### src/rtl/alu_multdiv.sv
// alu_multdiv: execute-stage ALU with an iterative multiply/divide engine.
//
// Ports:
//   clk       rising-edge clock
//   reset     asynchronous active-low reset
//   op_valid  qualifies fncode/a/b/shamt this cycle
//   fncode    MIPS R-type funct; 6'b111111 is a no-op
//   a, b      operands (rs, rt/immediate)
//   shamt     shift amount for SLL/SRL/SRA
//   result    combinational result
//   busy      mult/div engine running
//   stall     current op cannot be taken this cycle; hold inputs
//
// Mult/div run on magnitudes for 32 iterations (shift-add or restoring
// divide), then one FIXUP cycle applies signs and writes HI/LO.
module alu_multdiv #(
  parameter int DATA_WIDTH = 32
) (
  input  logic                  clk,
  input  logic                  reset,
  input  logic                  op_valid,
  input  logic [5:0]            fncode,
  input  logic [DATA_WIDTH-1:0] a,
  input  logic [DATA_WIDTH-1:0] b,
  input  logic [4:0]            shamt,
  output logic [DATA_WIDTH-1:0] result,
  output logic                  busy,
  output logic                  stall
);

  localparam int W = DATA_WIDTH;

  localparam logic [1:0] S_IDLE = 2'd0;
  localparam logic [1:0] S_RUN  = 2'd1;
  localparam logic [1:0] S_FIX  = 2'd2;

  localparam logic [5:0] F_SLL  = 6'b000000, F_SRL  = 6'b000010, F_SRA  = 6'b000011;
  localparam logic [5:0] F_SLLV = 6'b000100, F_SRLV = 6'b000110, F_SRAV = 6'b000111;
  localparam logic [5:0] F_MFHI = 6'b010000, F_MTHI = 6'b010001;
  localparam logic [5:0] F_MFLO = 6'b010010, F_MTLO = 6'b010011;
  localparam logic [5:0] F_MULT = 6'b011000, F_MULTU = 6'b011001;
  localparam logic [5:0] F_DIV  = 6'b011010, F_DIVU  = 6'b011011;
  localparam logic [5:0] F_ADDU = 6'b100001, F_SUBU = 6'b100011;
  localparam logic [5:0] F_AND  = 6'b100100, F_OR   = 6'b100101;
  localparam logic [5:0] F_XOR  = 6'b100110, F_NOR  = 6'b100111;
  localparam logic [5:0] F_SLT  = 6'b101010, F_SLTU = 6'b101011;

  logic [1:0]   state;
  logic [4:0]   cnt;
  logic [W-1:0] hi, lo;
  logic [W-1:0] w_hi, w_lo;     // working accumulator / remainder:quotient
  logic [W-1:0] opnd;           // multiplicand or divisor magnitude
  logic [W-1:0] a_lat;          // original dividend, for divide-by-zero
  logic         is_div, neg_res, neg_rem, div0;

  logic is_hilo, is_md, accept, md_signed;
  logic [W-1:0] a_mag, b_mag;

  assign busy    = (state != S_IDLE);
  assign is_hilo = (fncode == F_MFHI) || (fncode == F_MFLO) ||
                   (fncode == F_MTHI) || (fncode == F_MTLO);
  assign is_md   = (fncode == F_MULT) || (fncode == F_MULTU) ||
                   (fncode == F_DIV)  || (fncode == F_DIVU);
  assign stall   = op_valid & busy & (is_hilo | is_md);
  assign accept  = op_valid & ~busy & is_md;

  assign md_signed = (fncode == F_MULT) || (fncode == F_DIV);
  assign a_mag     = (md_signed && a[W-1]) ? (~a + 1'b1) : a;
  assign b_mag     = (md_signed && b[W-1]) ? (~b + 1'b1) : b;

  // One iteration of each engine, evaluated from the working registers.
  logic [W:0]     mul_sum;
  logic [W:0]     div_trial;
  logic           div_ge;
  logic [W-1:0]   div_diff;
  logic [2*W-1:0] prod_neg;

  always_comb begin
    mul_sum   = {1'b0, w_hi} + (w_lo[0] ? {1'b0, opnd} : {(W+1){1'b0}});
    div_trial = {w_hi, w_lo[W-1]};
    div_ge    = (div_trial >= {1'b0, opnd});
    // Only low bits matter: when div_ge the difference is below opnd.
    div_diff  = div_trial[W-1:0] - opnd;
    prod_neg  = ~{w_hi, w_lo} + 1'b1;
  end

  always_ff @(posedge clk or negedge reset) begin
    if (!reset) begin
      state   <= S_IDLE;
      cnt     <= '0;
      hi      <= '0;
      lo      <= '0;
      w_hi    <= '0;
      w_lo    <= '0;
      opnd    <= '0;
      a_lat   <= '0;
      is_div  <= 1'b0;
      neg_res <= 1'b0;
      neg_rem <= 1'b0;
      div0    <= 1'b0;
    end else begin
      case (state)
        S_IDLE: begin
          if (op_valid && fncode == F_MTHI) hi <= a;
          if (op_valid && fncode == F_MTLO) lo <= a;
          if (accept) begin
            is_div  <= fncode[1];
            neg_res <= md_signed & (a[W-1] ^ b[W-1]);
            neg_rem <= md_signed & a[W-1];
            div0    <= fncode[1] & (b == '0);
            a_lat   <= a;
            w_hi    <= '0;
            // mult: multiplier in w_lo, multiplicand in opnd
            // div : dividend in w_lo, divisor in opnd
            w_lo    <= fncode[1] ? a_mag : b_mag;
            opnd    <= fncode[1] ? b_mag : a_mag;
            cnt     <= 5'd31;
            state   <= S_RUN;
          end
        end
        S_RUN: begin
          if (is_div) begin
            w_hi <= div_ge ? div_diff : div_trial[W-1:0];
            w_lo <= {w_lo[W-2:0], div_ge};
          end else begin
            w_hi <= mul_sum[W:1];
            w_lo <= {mul_sum[0], w_lo[W-1:1]};
          end
          cnt <= cnt - 1'b1;
          if (cnt == '0) state <= S_FIX;
        end
        S_FIX: begin
          if (is_div) begin
            if (div0) begin
              hi <= a_lat;
              lo <= '1;
            end else begin
              lo <= neg_res ? (~w_lo + 1'b1) : w_lo;
              hi <= neg_rem ? (~w_hi + 1'b1) : w_hi;
            end
          end else begin
            {hi, lo} <= neg_res ? prod_neg : {w_hi, w_lo};
          end
          state <= S_IDLE;
        end
        default: state <= S_IDLE;
      endcase
    end
  end

  logic slt_s, slt_u;
  assign slt_s = ($signed(a) < $signed(b));
  assign slt_u = (a < b);

  always_comb begin
    result = '0;
    if (op_valid) begin
      case (fncode)
        F_SLL:  result = b << shamt;
        F_SRL:  result = b >> shamt;
        F_SRA:  result = $signed(b) >>> shamt;
        F_SLLV: result = b << a[4:0];
        F_SRLV: result = b >> a[4:0];
        F_SRAV: result = $signed(b) >>> a[4:0];
        F_ADDU: result = a + b;
        F_SUBU: result = a - b;
        F_AND:  result = a & b;
        F_OR:   result = a | b;
        F_XOR:  result = a ^ b;
        F_NOR:  result = ~(a | b);
        F_SLT:  result = {{(W-1){1'b0}}, slt_s};
        F_SLTU: result = {{(W-1){1'b0}}, slt_u};
        F_MFHI: result = busy ? '0 : hi;
        F_MFLO: result = busy ? '0 : lo;
        default: result = '0;
      endcase
    end
  end

endmodule

### config.mk
export PLATFORM = sky130hd
export DESIGN_NAME = alu_multdiv
export DESIGN_NICKNAME = d
export VERILOG_FILES = /design/src/rtl/alu_multdiv.sv
export SDC_FILE = /design/constraint.sdc
export NUM_CORES = 2
export LEC_CHECK = 0
export CORE_MARGIN = 2
export CORE_UTILIZATION = 25
export CTS_BUF_LIST = sky130_fd_sc_hd__clkbuf_16
export DETAILED_ROUTE_END_ITERATION = 8
export SLEW_MARGIN = 5
export SYNTH_ARGS = -nofsm -noshare
export SYNTH_HDL_FRONTEND = slang
export SYNTH_SLANG_ARGS = --single-unit
### constraint.sdc
create_clock -name clk -period 5.1 [get_ports clk]
set_input_delay 1.02 -clock clk [delete_from_list [all_inputs] [get_ports clk]]
set_output_delay 1.02 -clock clk [all_outputs]
set_load 0.02 [all_outputs]
clock_map.png
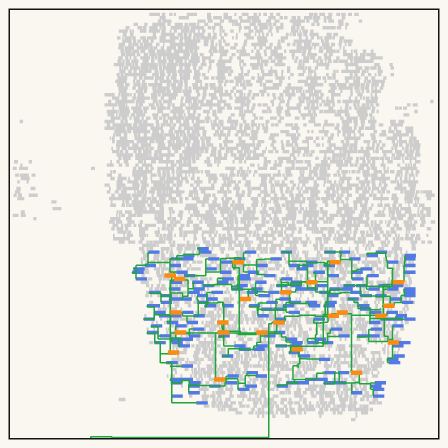
Key: green = clock wires [length 3,080 um]; orange = cells driving clock nets [count 23]; blue = flip-flops [count 203]
There are 24 routed clock nets.

==> run notes <==
yosys + openroad results -> status=finished with violations, violated checks=negative setup slack, Worst Setup End Kind=output port, Post-synth ARST share=100%, crit path time final=5340 ps, post-route clock period utilization=105%, P_sw=6560 uW, PwrDens=297 mW/mm2, area of the core=0.118 mm2, critical path cell sequence=buf_6, or4b_4, buf_12, buf_12, o21ai_4, and2_4, mux4_2, a22oi_2, buf_4, nor2_4, a211oi_2, a41o_4, o311ai_4, buf_6, Hold Slack=475 ps, Metal-1 WL=72.9 mm, Worst path slowest cell=mux4_2, Combinational Area=0.0256 mm2, aoi share=35.8%, stage-log warning count=116, Via Count=40,068, sequential cell count=203, CTS tree=yes, WHS Path Cells=2, buffering overhead=23.8%, via/cell ratio=5.97, Post-DP Area=0.0395 mm2, DP Worst Slack=-1550 ps, internal power=6690 uW, crit path DAT=4320 ps, CTS Buf Count=23, antenna viol nets, final=0, post-route cell area=0.0446 mm2, Post-Syn Area=0.0295 mm2, DR WL met3=19.2 mm, drt wl/cell=26.4 um, Setup-failing EPs final=22, Switching Fraction=49.5%, ys flops=203, nonclk buf count=1,267, DR WL met2=71.8 mm, Seq/total area=11.4%, Leakage=0.0185 uW, R2R cell count=8, Comb power=8760 uW, # Taps=1,536, Unique cell types=90, Die W=348 um, chip area=0.121 mm2, io pins=112, cell depth of the worst setup path=14, post-route setup slack=-239 ps, Final Instance Count excl. Fillers=6,712, post-synth top area cell=dfrtp_1, PostCTS Resize Cnt=730, mi-comb count=3,505, Comb pwr share=66.1%, Yosys Instances=4,220, Clock buffer cells=23, Final Skew=19.4 ps, Skew-Pair Late Insertion Delay=530 ps, final design utilization=38.0%, Worst Hold Launch=a_lat[2]$_DFFE_PN0P_, Area Growth Syn to Fin=51.2%, main logic family after synthesis=AND-OR/OR-AND gates, Worst VDD drop=0.292 mV, Inverters=160, RR Endpoint=hi[12]$_DFFE_PN0P_, Hold Violations, Final=0
pins.png
Pins as bars across the die edge, other pins in grey.
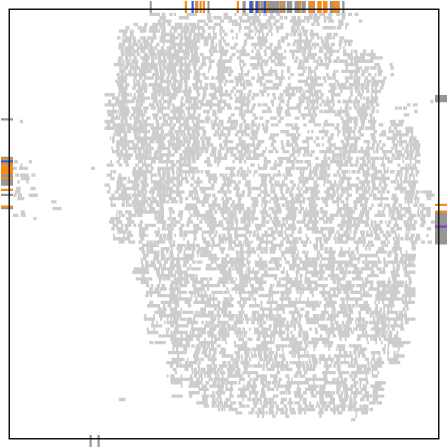
Key: purple = `op_valid` [pins 1, direction input, edge right]; blue = `fncode` [pins 6, direction input, edge 5 top, 1 left]; orange = `b` [pins 32, direction input, edge 20 top, 10 left, 2 right]
All pins by edge: 63 top, 25 right, 22 left, 2 bottom.

Power figures rest on the tool's default switching activity, not on a simulated workload.
